File: src/rtl/pipelined_shifter_if.sv
// Handshake/bus bundle for pipelined_shifter: operation in, result out, flush.
interface pipelined_shifter_if #(
  parameter int unsigned XLEN  = 64,
  parameter int unsigned TAG_W = 5
);
  logic             in_valid;
  logic             in_ready;
  logic [XLEN-1:0]  a;
  logic [XLEN-1:0]  b;
  logic [1:0]       op;
  logic             word;
  logic [TAG_W-1:0] tag_in;
  logic             flush;
  logic             out_valid;
  logic             out_ready;
  logic [XLEN-1:0]  s;
  logic [TAG_W-1:0] tag_out;

  modport master (
    output in_valid, a, b, op, word, tag_in, flush, out_ready,
    input  in_ready, out_valid, s, tag_out
  );

  modport slave (
    input  in_valid, a, b, op, word, tag_in, flush, out_ready,
    output in_ready, out_valid, s, tag_out
  );
endinterface

File: src/rtl/pipelined_shifter.sv
// Pipelined SLL/SRL/SRA barrel shifter, one shift-amount bit group per stage.
// Optional RV64 *W ops are enabled by defining SHIFT_WORD_OP_EN.
module pipelined_shifter #(
  parameter int unsigned XLEN   = 64,
  parameter int unsigned STAGES = 2,
  parameter int unsigned TAG_W  = 5
) (
  input logic              clk,
  input logic              reset,
  pipelined_shifter_if.slave bus
);
  localparam int unsigned SH_W = $clog2(XLEN);
  localparam int unsigned L    = SH_W / STAGES;
  localparam logic [1:0]  OP_SRL = 2'b01;
  localparam logic [1:0]  OP_SRA = 2'b11;

  if (STAGES == 0 || (SH_W % STAGES) != 0) begin : g_bad_stages
    $error("pipelined_shifter: STAGES must divide $clog2(XLEN)");
  end

  logic [XLEN-1:0]   data_q [STAGES];
  logic [SH_W-1:0]   sh_q   [STAGES];
  logic [1:0]        op_q   [STAGES];
  logic [TAG_W-1:0]  tag_q  [STAGES];
  logic [STAGES-1:0] valid_q;
  logic              adv;
  logic [XLEN-1:0]   entry_data;
  logic [SH_W-1:0]   entry_sh;
  logic              unused_c;

`ifdef SHIFT_WORD_OP_EN
  logic [STAGES-1:0] word_q;

  if (XLEN != 64) begin : g_bad_xlen
    $error("pipelined_shifter: SHIFT_WORD_OP_EN requires XLEN=64");
  end

  // Word ops run on a 32-bit operand pre-extended so full-width shifts give the W result
  always_comb begin
    entry_data = bus.a;
    entry_sh   = bus.b[SH_W-1:0];
    if (bus.word) begin
      entry_sh   = SH_W'(bus.b[4:0]);
      entry_data = (bus.op == OP_SRA) ? XLEN'($signed(bus.a[31:0])) : XLEN'(bus.a[31:0]);
    end
  end

  assign unused_c = ^{bus.b[XLEN-1:SH_W], sh_q[STAGES-1], op_q[STAGES-1], word_q[STAGES-1]};
`else
  assign entry_data = bus.a;
  assign entry_sh   = bus.b[SH_W-1:0];
  assign unused_c   = ^{bus.b[XLEN-1:SH_W], bus.word, sh_q[STAGES-1], op_q[STAGES-1]};
`endif

  // The whole pipe moves together; a stalled output freezes every stage
  assign adv           = bus.out_ready | ~valid_q[STAGES-1];
  assign bus.in_ready  = adv;
  assign bus.out_valid = valid_q[STAGES-1];
  assign bus.s         = data_q[STAGES-1];
  assign bus.tag_out   = tag_q[STAGES-1];

  for (genvar k = 0; k < STAGES; k++) begin : g_stage
    localparam logic [SH_W-1:0] GROUP_MASK = SH_W'(((1 << L) - 1) << (k * L));

    logic [XLEN-1:0]  din;
    logic [XLEN-1:0]  shifted;
    logic [XLEN-1:0]  data_d;
    logic [SH_W-1:0]  sh_d;
    logic [SH_W-1:0]  amt;
    logic [1:0]       op_d;
    logic [TAG_W-1:0] tag_d;
    logic             valid_d;
`ifdef SHIFT_WORD_OP_EN
    logic             word_d;
`endif

    if (k == 0) begin : g_head
      assign din     = entry_data;
      assign sh_d    = entry_sh;
      assign op_d    = bus.op;
      assign tag_d   = bus.tag_in;
      assign valid_d = bus.in_valid;
`ifdef SHIFT_WORD_OP_EN
      assign word_d  = bus.word;
`endif
    end else begin : g_tail
      assign din     = data_q[k-1];
      assign sh_d    = sh_q[k-1];
      assign op_d    = op_q[k-1];
      assign tag_d   = tag_q[k-1];
      assign valid_d = valid_q[k-1];
`ifdef SHIFT_WORD_OP_EN
      assign word_d  = word_q[k-1];
`endif
    end

    // Arithmetic shifts keep the sign bit in place, so later stages still fill correctly
    assign amt = sh_d & GROUP_MASK;

    always_comb begin
      shifted = din << amt;
      if (op_d == OP_SRL) begin
        shifted = din >> amt;
      end else if (op_d == OP_SRA) begin
        shifted = XLEN'($signed(din) >>> amt);
      end
      data_d = shifted;
`ifdef SHIFT_WORD_OP_EN
      if (k == STAGES - 1 && word_d) begin
        data_d = XLEN'($signed(shifted[31:0]));
      end
`endif
    end

    always_ff @(posedge clk or posedge reset) begin
      if (reset) begin
        valid_q[k] <= 1'b0;
        data_q[k]  <= '0;
        sh_q[k]    <= '0;
        op_q[k]    <= '0;
        tag_q[k]   <= '0;
`ifdef SHIFT_WORD_OP_EN
        word_q[k]  <= 1'b0;
`endif
      end else if (bus.flush) begin
        valid_q[k] <= 1'b0;
      end else if (adv) begin
        valid_q[k] <= valid_d;
        data_q[k]  <= data_d;
        sh_q[k]    <= sh_d;
        op_q[k]    <= op_d;
        tag_q[k]   <= tag_d;
`ifdef SHIFT_WORD_OP_EN
        word_q[k]  <= word_d;
`endif
      end
    end
  end
endmodule
File: src/flat_wrapper.sv
// flat-port wrapper written by rule: the top's interface ports become plain ports
module pipelined_shifter_flat 
#(
  parameter int unsigned XLEN   = 64,
  parameter int unsigned STAGES = 2,
  parameter int unsigned TAG_W  = 5
)
  (clk, reset, bus_in_valid, bus_a, bus_b, bus_op, bus_word, bus_tag_in, bus_flush, bus_out_ready, bus_in_ready, bus_out_valid, bus_s, bus_tag_out);
  pipelined_shifter_if #(.XLEN(XLEN), .TAG_W(TAG_W)) bus_i ();
  input logic clk;
  input logic reset;
  input wire logic [$bits(bus_i.in_valid)-1:0] bus_in_valid;
  input wire logic [$bits(bus_i.a)-1:0] bus_a;
  input wire logic [$bits(bus_i.b)-1:0] bus_b;
  input wire logic [$bits(bus_i.op)-1:0] bus_op;
  input wire logic [$bits(bus_i.word)-1:0] bus_word;
  input wire logic [$bits(bus_i.tag_in)-1:0] bus_tag_in;
  input wire logic [$bits(bus_i.flush)-1:0] bus_flush;
  input wire logic [$bits(bus_i.out_ready)-1:0] bus_out_ready;
  output wire logic [$bits(bus_i.in_ready)-1:0] bus_in_ready;
  output wire logic [$bits(bus_i.out_valid)-1:0] bus_out_valid;
  output wire logic [$bits(bus_i.s)-1:0] bus_s;
  output wire logic [$bits(bus_i.tag_out)-1:0] bus_tag_out;
  assign bus_i.in_valid = bus_in_valid;
  assign bus_i.a = bus_a;
  assign bus_i.b = bus_b;
  assign bus_i.op = bus_op;
  assign bus_i.word = bus_word;
  assign bus_i.tag_in = bus_tag_in;
  assign bus_i.flush = bus_flush;
  assign bus_i.out_ready = bus_out_ready;
  assign bus_in_ready = bus_i.in_ready;
  assign bus_out_valid = bus_i.out_valid;
  assign bus_s = bus_i.s;
  assign bus_tag_out = bus_i.tag_out;
  pipelined_shifter #(.XLEN(XLEN), .STAGES(STAGES), .TAG_W(TAG_W)) u_core (.clk(clk), .reset(reset), .bus(bus_i));
endmodule
File: config.mk
export PLATFORM = sky130hd
export DESIGN_NAME = pipelined_shifter_flat
export DESIGN_NICKNAME = d
export VERILOG_FILES = /design/src/rtl/pipelined_shifter_if.sv /design/src/rtl/pipelined_shifter.sv /design/src/flat_wrapper.sv
export SDC_FILE = /design/constraint.sdc
export NUM_CORES = 1
export LEC_CHECK = 0
export CAP_MARGIN = 0
export CELL_PAD_IN_SITES_DETAIL_PLACEMENT = 0
export CELL_PAD_IN_SITES_GLOBAL_PLACEMENT = 2
export CORE_UTILIZATION = 36
export CTS_CLUSTER_DIAMETER = 80
export CTS_CLUSTER_SIZE = 20
export DETAILED_ROUTE_END_ITERATION = 8
export GPL_ROUTABILITY_DRIVEN = 0
export HOLD_SLACK_MARGIN = 0.06
export PLACE_DENSITY = 0.9
export SYNTH_ARGS = -nofsm -noshare
export SYNTH_HDL_FRONTEND = slang
export SYNTH_SLANG_ARGS = --single-unit
File: constraint.sdc
create_clock -name clk -period 5.9 [get_ports clk]
set_clock_uncertainty 0.05 [all_clocks]
set_input_delay 1.475 -clock clk [delete_from_list [all_inputs] [get_ports clk]]
set_output_delay 1.475 -clock clk [all_outputs]
set_load 0.01 [all_outputs]
Run 1, power grid:
The bar under the picture is 50 um long. Pins as bars on the die edge.
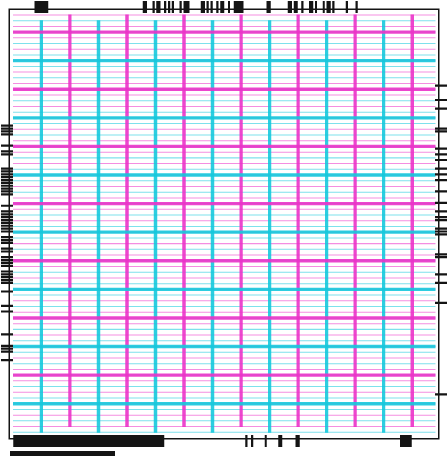
VSS: drawn in cyan. VDD: drawn in magenta.
14 straps on met5. 14 straps on met4. 74 met1 rails follow the rows. The core has 73 rows.
Peak VDD IR: 204.5 uV
Die Wd: 203.6 um

Run 1, placement by cell class:
The bar under the picture is 50 um long.
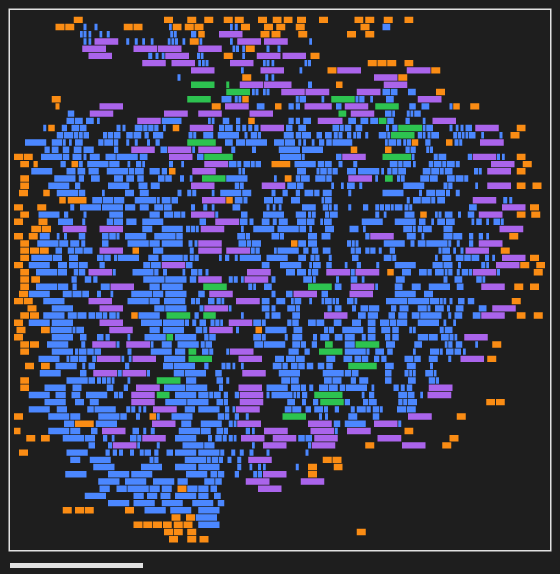
other buffers and delay cells: drawn in orange, cells 180. clock drivers and dummy loads: drawn in green, cells 31. all other logic: drawn in blue, cells 1,163. flip-flops: drawn in purple, cells 145.

Run 1, routed clock nets over the placement:
The bar under the picture is 50 um long.
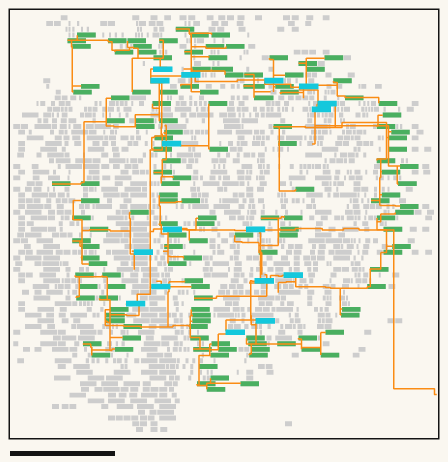
cells driving clock nets: drawn in cyan, count 17. clock wires: drawn in orange, length 2,300 um. flip-flops: drawn in green, count 145.
There are 18 routed clock nets.
Latency at later pin: 440 ps
P_clk: 1.24 mW

==> flow_summary_export.csv, run 1 <==
group,metric,value,unit
yosys,top_area_cell,"dfrtp_1",
route,drt_iter0_drc,1622,
global_route,first_global_vias,12713,
clocking,ctsHtreeMaxLevel,4,
cells_and_area,syn_to_final_growth,14.42,%
yosys,async_reset_ff_share,100.0,%
cells_and_area,clock_area_share,3.930,%
clocking,post_cts_resized,0,
floorplan,ios,212,
cells_and_area,logic_area,10000,um2
route,ant_nets,0,
cells_and_area,n_all_inverters,8,
setup_path,cp_data_arrival_time,2990,ps
setup_path,rrSetupSlack,2750,ps
yosys,logic_family,"multiplexers",
cells_and_area,diodes,0,
setup_path,worst-path-stages,5,
setup_path,crit_type,"in2out",
route,drc,0,
yosys,ys_cells,1471,
cells_and_area,flops,145,
status,status,"finished clean",
global_route,grt_pass1_wl,79.56,mm
pwr,pwr-share-comb,38.5,%
clocking,cts_setup_buffers,0,
setup_path,worstSetupEndpointType,"output port",
yosys,syn_nets,1612,
clocking,cts_buffer_depth,2,
route,routed_wl,51.46,mm
yosys,synth_top_cell_by_count,"nand2_1",
place,placed_area,16090,um2
global_route,grt_use_met1,35.28,%
final_timing,period_used_share,76.45,%
cells_and_area,finalInstanceArea,16750,um2
route,drt-vias-per-instance,6.533,
pwr,pg_seq,1.55,mW
clocking,cts-root-buf,"clkbuf_16",
yosys,xor_share,0,%
yosys,ys_warn_count,0,
cells_and_area,largest_class,"combinational gates",
Run 1, routing congestion map:
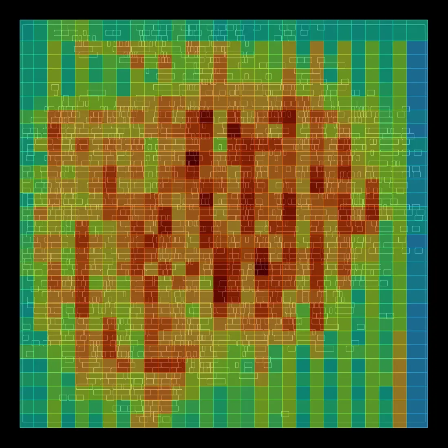

==> run 2: changes to the inputs <==
--- a/config.mk
+++ b/config.mk
@@ -8,13 +8,13 @@
 export CAP_MARGIN = 0
 export CELL_PAD_IN_SITES_DETAIL_PLACEMENT = 0
 export CELL_PAD_IN_SITES_GLOBAL_PLACEMENT = 2
-export CORE_UTILIZATION = 36
+export CORE_UTILIZATION = 32
 export CTS_CLUSTER_DIAMETER = 80
 export CTS_CLUSTER_SIZE = 20
 export DETAILED_ROUTE_END_ITERATION = 8
 export GPL_ROUTABILITY_DRIVEN = 0
 export HOLD_SLACK_MARGIN = 0.06
-export PLACE_DENSITY = 0.9
+export PLACE_DENSITY = 0.85
 export SYNTH_ARGS = -nofsm -noshare
 export SYNTH_HDL_FRONTEND = slang
 export SYNTH_SLANG_ARGS = --single-unit
==> constraint.sdc (replaced) <==
create_clock -name clk -period 4 [get_ports clk]
set_clock_uncertainty 0.05 [all_clocks]
set_input_delay 1 -clock clk [delete_from_list [all_inputs] [get_ports clk]]
set_output_delay 1 -clock clk [all_outputs]
set_load 0.01 [all_outputs]
Run 2, routing congestion map:
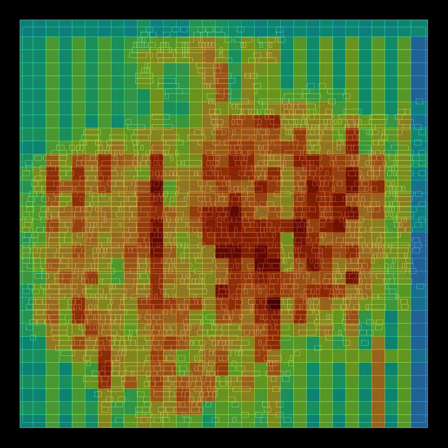
Tot GR Track Use: 23.77%
post-detailed-route wirelength per cell: 25.95 um
fin util: 37.90%

==> run 2 against run 1 <==
Final area grew 1.2%. Largest cell class unchanged. Hold slack gained 0.89 ps. Final cell count grew 4.0%. Setup slack lost 580 ps. Register-to-register slack lost 1600 ps.
==> flow_summary_export.csv, run 2 <==
group,metric,value,unit
pwr,max-vdd-ir-drop,320.9,uV
final_timing,period_used_share,79.88,%
clocking,cts_buffer_depth,2,
worst_hold_path,hp-start,"u_core.g_stage[1].tag_d[4]$_DFFE_PP0P_",
yosys,logic_family,"multiplexers",
global_route,first_global_vias,13147,
cells_and_area,logic_area,10000,um2
cells_and_area,syn_to_final_growth,15.75,%
floorplan,core_area,44700,um2
cells_and_area,n_all_inverters,8,
clocking,cts-root-buf,"clkbuf_16",
setup_path,cp_data_arrival_time,2150,ps
cells_and_area,diodes,1,
yosys,top_area_cell,"dfrtp_1",
setup_path,worstSetupEndpointType,"output port",
yosys,synth-edff-count,0,
setup_path,crit_type,"in2out",
pwr,pg_seq,2.37,mW
clocking,cts_setup_buffers,0,
yosys,async_reset_ff_share,100.0,%
status,status,"finished clean",
clocking,post_cts_resized,0,
global_route,grt_pass1_wl,84.31,mm
yosys,ys_cells,1471,
route,drt-vias-per-instance,6.432,
cells_and_area,largest_class,"combinational gates",
route,drt_iter0_drc,1586,
floorplan,die_x,215.9,um
pwr,pwr-share-seq,35.4,%
global_route,grt_use_met1,32.82,%
cells_and_area,finalInstanceArea,16940,um2
yosys,common_cells,"175 x nand2_1, 150 x mux4_2, 145 x dfrtp_1, 105 x mux2i_1, 105 x nand3_1",
setup_path,rrSetupSlack,1160,ps
route,routed_wl,55.17,mm
floorplan,ios,212,
clocking,clock_latency,460,ps
cells_and_area,clock_area_share,3.552,%
route,ant_nets,0,
route,drc,0,
clocking,ctsHtreeMaxLevel,4,
yosys,xor_share,0,%
pwr,p_clk,1.70,mW
setup_path,worst-path-stages,4,
final_timing,final_max_slew_viol_count,0,
place,placed_area,16340,um2
setup_path,worst_path_max_delay_cell,"clkdlybuf4s50_1",
yosys,synth_top_cell_by_count,"nand2_1",
Run 2, routed clock nets over the placement:
The bar under the picture is 50 um long.
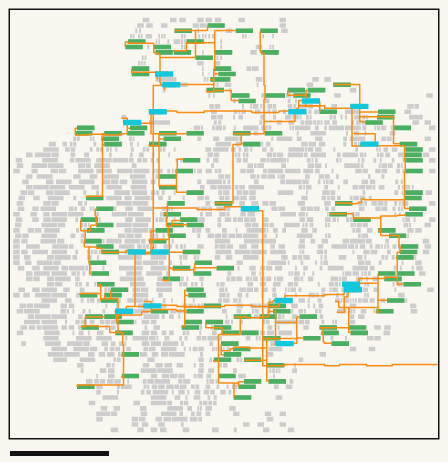
clock wires: drawn in orange, length 2,400 um. flip-flops: drawn in green, count 145. cells driving clock nets: drawn in cyan, count 17.
Position of the flops: all over the die. There are 18 routed clock nets.

No activity file was given, so power comes from the tool's default toggle rates.
